==> src/rtl/serial_comp_sequencer_if.sv <==
// Bundle of client request/response and datapath control signals for the
// serial two's-complement sequencer; slave is the sequencer side.
interface serial_comp_sequencer_if #(
  parameter int WIDTH = 8
);
  logic [1:0]       req;
  logic [WIDTH-1:0] data0;
  logic [WIDTH-1:0] data1;
  logic [1:0]       ack;
  logic [1:0]       done;
  logic [WIDTH-1:0] result;
  logic             busy;
  logic             dp_reset_b;
  logic             dp_load;
  logic             dp_shift;
  logic [WIDTH-1:0] dp_data;
  logic             dp_y;

  modport slave (
    input  req, data0, data1, dp_y,
    output ack, done, result, busy, dp_reset_b, dp_load, dp_shift, dp_data
  );

  modport master (
    output req, data0, data1, dp_y,
    input  ack, done, result, busy, dp_reset_b, dp_load, dp_shift, dp_data
  );
endinterface

==> src/rtl/serial_comp_sequencer.sv <==
// Round-robin two-client sequencer: clears, loads and shifts the serial
// two's-complement datapath, then deserialises its output into a result word.
module serial_comp_sequencer #(
  parameter int WIDTH = 8
) (
  input  logic                    Clock,
  input  logic                    reset,
  serial_comp_sequencer_if.slave  bus
);

  localparam int CW = (WIDTH > 1) ? $clog2(WIDTH) : 1;
  localparam logic [CW-1:0] LAST_BIT = CW'(WIDTH - 1);

  typedef enum logic [2:0] {
    IDLE,
    CLEAR,
    LOAD,
    SHIFT,
    DONE
  } state_t;

  state_t           state_q, state_d;
  logic [CW-1:0]    cnt_q, cnt_d;
  logic             ptr_q, ptr_d;
  logic             gnt_q, gnt_d;
  logic [WIDTH-1:0] hold_q, hold_d;
  logic [WIDTH-1:0] result_q, result_d;
  logic             winner;
  logic [WIDTH:0]   shifted;

  always_ff @(posedge Clock) begin
    if (reset) begin
      state_q  <= IDLE;
      cnt_q    <= '0;
      ptr_q    <= 1'b1;
      gnt_q    <= 1'b0;
      hold_q   <= '0;
      result_q <= '0;
    end else begin
      state_q  <= state_d;
      cnt_q    <= cnt_d;
      ptr_q    <= ptr_d;
      gnt_q    <= gnt_d;
      hold_q   <= hold_d;
      result_q <= result_d;
    end
  end

  always_comb begin
    state_d  = state_q;
    cnt_d    = cnt_q;
    ptr_d    = ptr_q;
    gnt_d    = gnt_q;
    hold_d   = hold_q;
    result_d = result_q;
    // On a tie the client not served last wins; a lone request always wins.
    winner   = (bus.req == 2'b11) ? ~ptr_q : bus.req[1];
    shifted  = {bus.dp_y, result_q};

    case (state_q)
      IDLE: begin
        if (|bus.req) begin
          gnt_d   = winner;
          hold_d  = winner ? bus.data1 : bus.data0;
          state_d = CLEAR;
        end
      end
      CLEAR: state_d = LOAD;
      LOAD: begin
        cnt_d   = '0;
        state_d = SHIFT;
      end
      SHIFT: begin
        result_d = shifted[WIDTH:1];
        if (cnt_q == LAST_BIT) begin
          state_d = DONE;
        end else begin
          cnt_d = cnt_q + CW'(1);
        end
      end
      DONE: begin
        ptr_d   = gnt_q;
        state_d = IDLE;
      end
      default: state_d = IDLE;
    endcase
  end

  // Datapath reset is driven low by the module reset as well as by CLEAR.
  assign bus.dp_reset_b = ~reset & (state_q != CLEAR);
  assign bus.dp_load    = (state_q == LOAD);
  assign bus.dp_shift   = (state_q == SHIFT);
  assign bus.dp_data    = hold_q;
  assign bus.ack        = (state_q == CLEAR) ? (2'b01 << gnt_q) : 2'b00;
  assign bus.done       = (state_q == DONE) ? (2'b01 << gnt_q) : 2'b00;
  assign bus.busy       = (state_q != IDLE);
  assign bus.result     = result_q;

endmodule

==> src/flat_wrapper.sv <==
// flat-port wrapper written by rule: the top's interface ports become plain ports
module serial_comp_sequencer_flat 
#(
  parameter int WIDTH = 8
)
  (Clock, reset, bus_req, bus_data0, bus_data1, bus_dp_y, bus_ack, bus_done, bus_result, bus_busy, bus_dp_reset_b, bus_dp_load, bus_dp_shift, bus_dp_data);
  serial_comp_sequencer_if #(.WIDTH(WIDTH)) bus_i ();
  input  logic Clock;
  input  logic reset;
  input wire logic [$bits(bus_i.req)-1:0] bus_req;
  input wire logic [$bits(bus_i.data0)-1:0] bus_data0;
  input wire logic [$bits(bus_i.data1)-1:0] bus_data1;
  input wire logic [$bits(bus_i.dp_y)-1:0] bus_dp_y;
  output wire logic [$bits(bus_i.ack)-1:0] bus_ack;
  output wire logic [$bits(bus_i.done)-1:0] bus_done;
  output wire logic [$bits(bus_i.result)-1:0] bus_result;
  output wire logic [$bits(bus_i.busy)-1:0] bus_busy;
  output wire logic [$bits(bus_i.dp_reset_b)-1:0] bus_dp_reset_b;
  output wire logic [$bits(bus_i.dp_load)-1:0] bus_dp_load;
  output wire logic [$bits(bus_i.dp_shift)-1:0] bus_dp_shift;
  output wire logic [$bits(bus_i.dp_data)-1:0] bus_dp_data;
  assign bus_i.req = bus_req;
  assign bus_i.data0 = bus_data0;
  assign bus_i.data1 = bus_data1;
  assign bus_i.dp_y = bus_dp_y;
  assign bus_ack = bus_i.ack;
  assign bus_done = bus_i.done;
  assign bus_result = bus_i.result;
  assign bus_busy = bus_i.busy;
  assign bus_dp_reset_b = bus_i.dp_reset_b;
  assign bus_dp_load = bus_i.dp_load;
  assign bus_dp_shift = bus_i.dp_shift;
  assign bus_dp_data = bus_i.dp_data;
  serial_comp_sequencer #(.WIDTH(WIDTH)) u_core (.Clock(Clock), .reset(reset), .bus(bus_i));
endmodule
==> config.mk <==
export PLATFORM = sky130hd
export DESIGN_NAME = serial_comp_sequencer_flat
export DESIGN_NICKNAME = d
export VERILOG_FILES = /design/src/rtl/serial_comp_sequencer_if.sv /design/src/rtl/serial_comp_sequencer.sv /design/src/flat_wrapper.sv
export SDC_FILE = /design/constraint.sdc
export NUM_CORES = 1
export LEC_CHECK = 0
export CORE_UTILIZATION = 42
export DETAILED_ROUTE_END_ITERATION = 8
export PLACE_DENSITY = 0.87
export RECOVER_POWER = 50
export SLEW_MARGIN = 0
export SYNTH_ARGS = -nofsm -noshare
export SYNTH_HDL_FRONTEND = slang
export SYNTH_SLANG_ARGS = --single-unit
==> constraint.sdc <==
create_clock -name Clock -period 1.7 [get_ports Clock]
set_input_delay 0.425 -clock Clock [delete_from_list [all_inputs] [get_ports Clock]]
set_output_delay 0.425 -clock Clock [all_outputs]
set_load 0.05 [all_outputs]
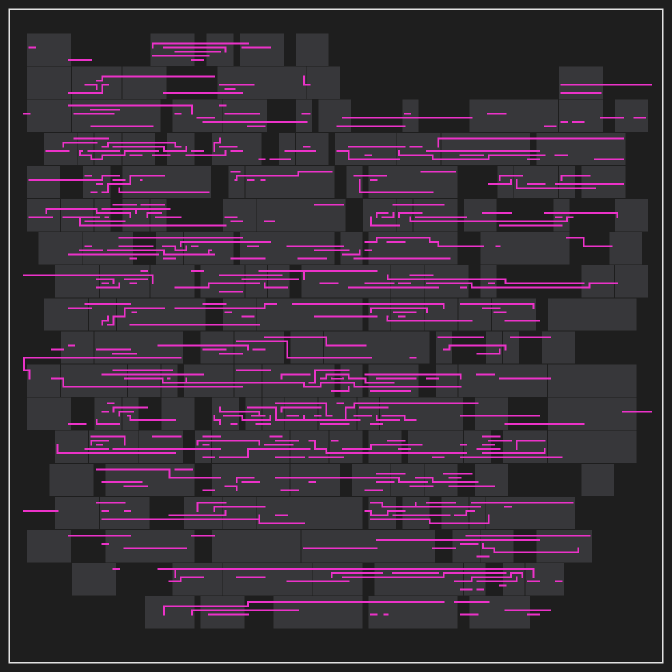
*Signal wires on met1*
The longest straight run is 30.8 um. The wires run mostly horizontal. The layer carries 1320 um of wire. 163 nets have wire on it.
routed vias: 1105
GRT met1 Usage: 26.1%
final WL: 3220 um

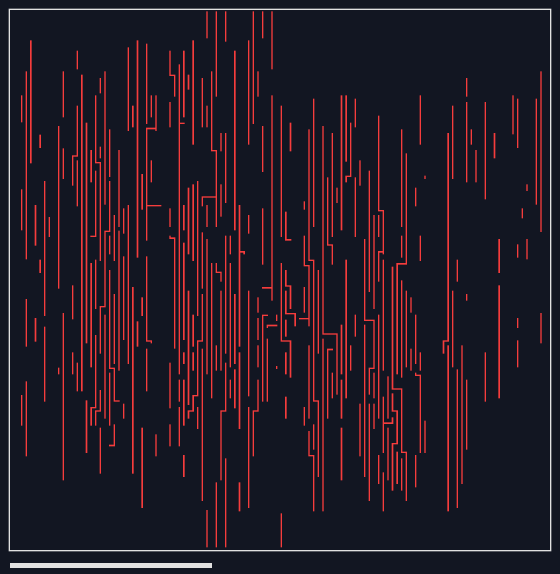
*Signal wires on met2*
Scale bar: 20 um.
The layer holds 53% of the routed length. 182 nets have wire on it. The layer carries 1720 um of wire. The longest straight run is 31.3 um.
met2 track utilization from global routing: 41.0%

==> impl_results.rst <==
Physical design figures
=======================

.. list-table::
   :header-rows: 1

   * - Metric
     - Value
   * - Number of global-route vias before repair
     - just over 1000
   * - Clock buf/inv share
     - roughly 2.8%
   * - Sequential cells
     - 24
   * - Share of cell area taken by flip-flops and latches
     - roughly a quarter
   * - Logic share of the area
     - between 30% and 40%
   * - Routing usage on met3
     - just under 4%
   * - Non-filler cells in the finished layout
     - slightly above 200
   * - Final worst-path setup slack
     - -72.9 ps
   * - Peak-usage layer in the global routing report
     - met2
   * - Top sig layer
     - met4
   * - Total of endpoints with negative setup slack in the final report
     - 7
   * - Die Area
     - approximately 0.0029 mm2
   * - Buffers & Inverters on Critical Path
     - 2
   * - Total of hold buffers inserted after clock tree synthesis
     - 0
   * - Worst hold path type
     - reg2reg
   * - Routed length on met2
     - approximately 1700 um
   * - Initial antenna violation count
     - 0
   * - Post-layout period usage of the worst path
     - 104%
   * - Run status
     - finished with violations
   * - Number of warnings issued by yosys
     - 0
   * - Synthesized-area fraction occupied by adder cells
     - about 2.2%
   * - Setup TNS
     - -215 ps
   * - Violated checks
     - setup timing
   * - Power per Cell Area
     - ~850 mW/mm2
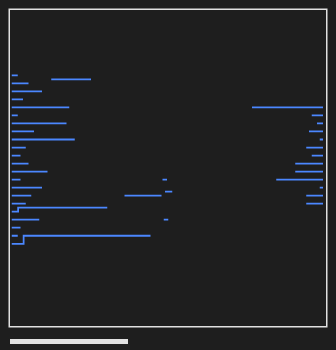
*Signal wires on met3*
Scale bar: 20 um.
The layer holds 5.2% of the routed length. The longest straight run is 21.4 um. The layer carries 168 um of wire. 39 nets have wire on it.

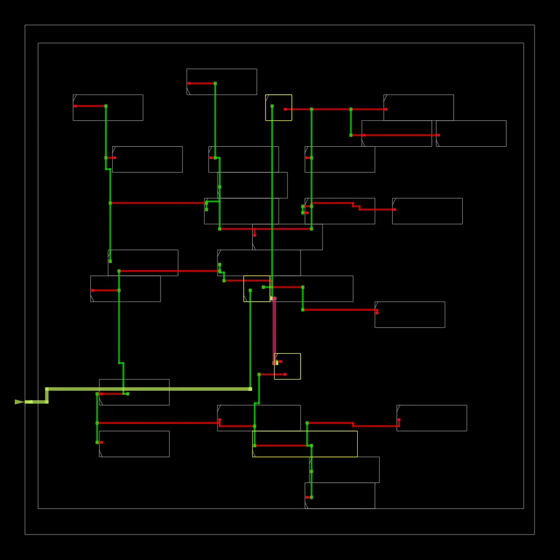
*Clock routing*
clock sink total: 24
Setup Skew: 1.75 ps
clock latency of the later-clocked register in the worst-skew pair: 320 ps

Power and IR drop assume default switching activity.
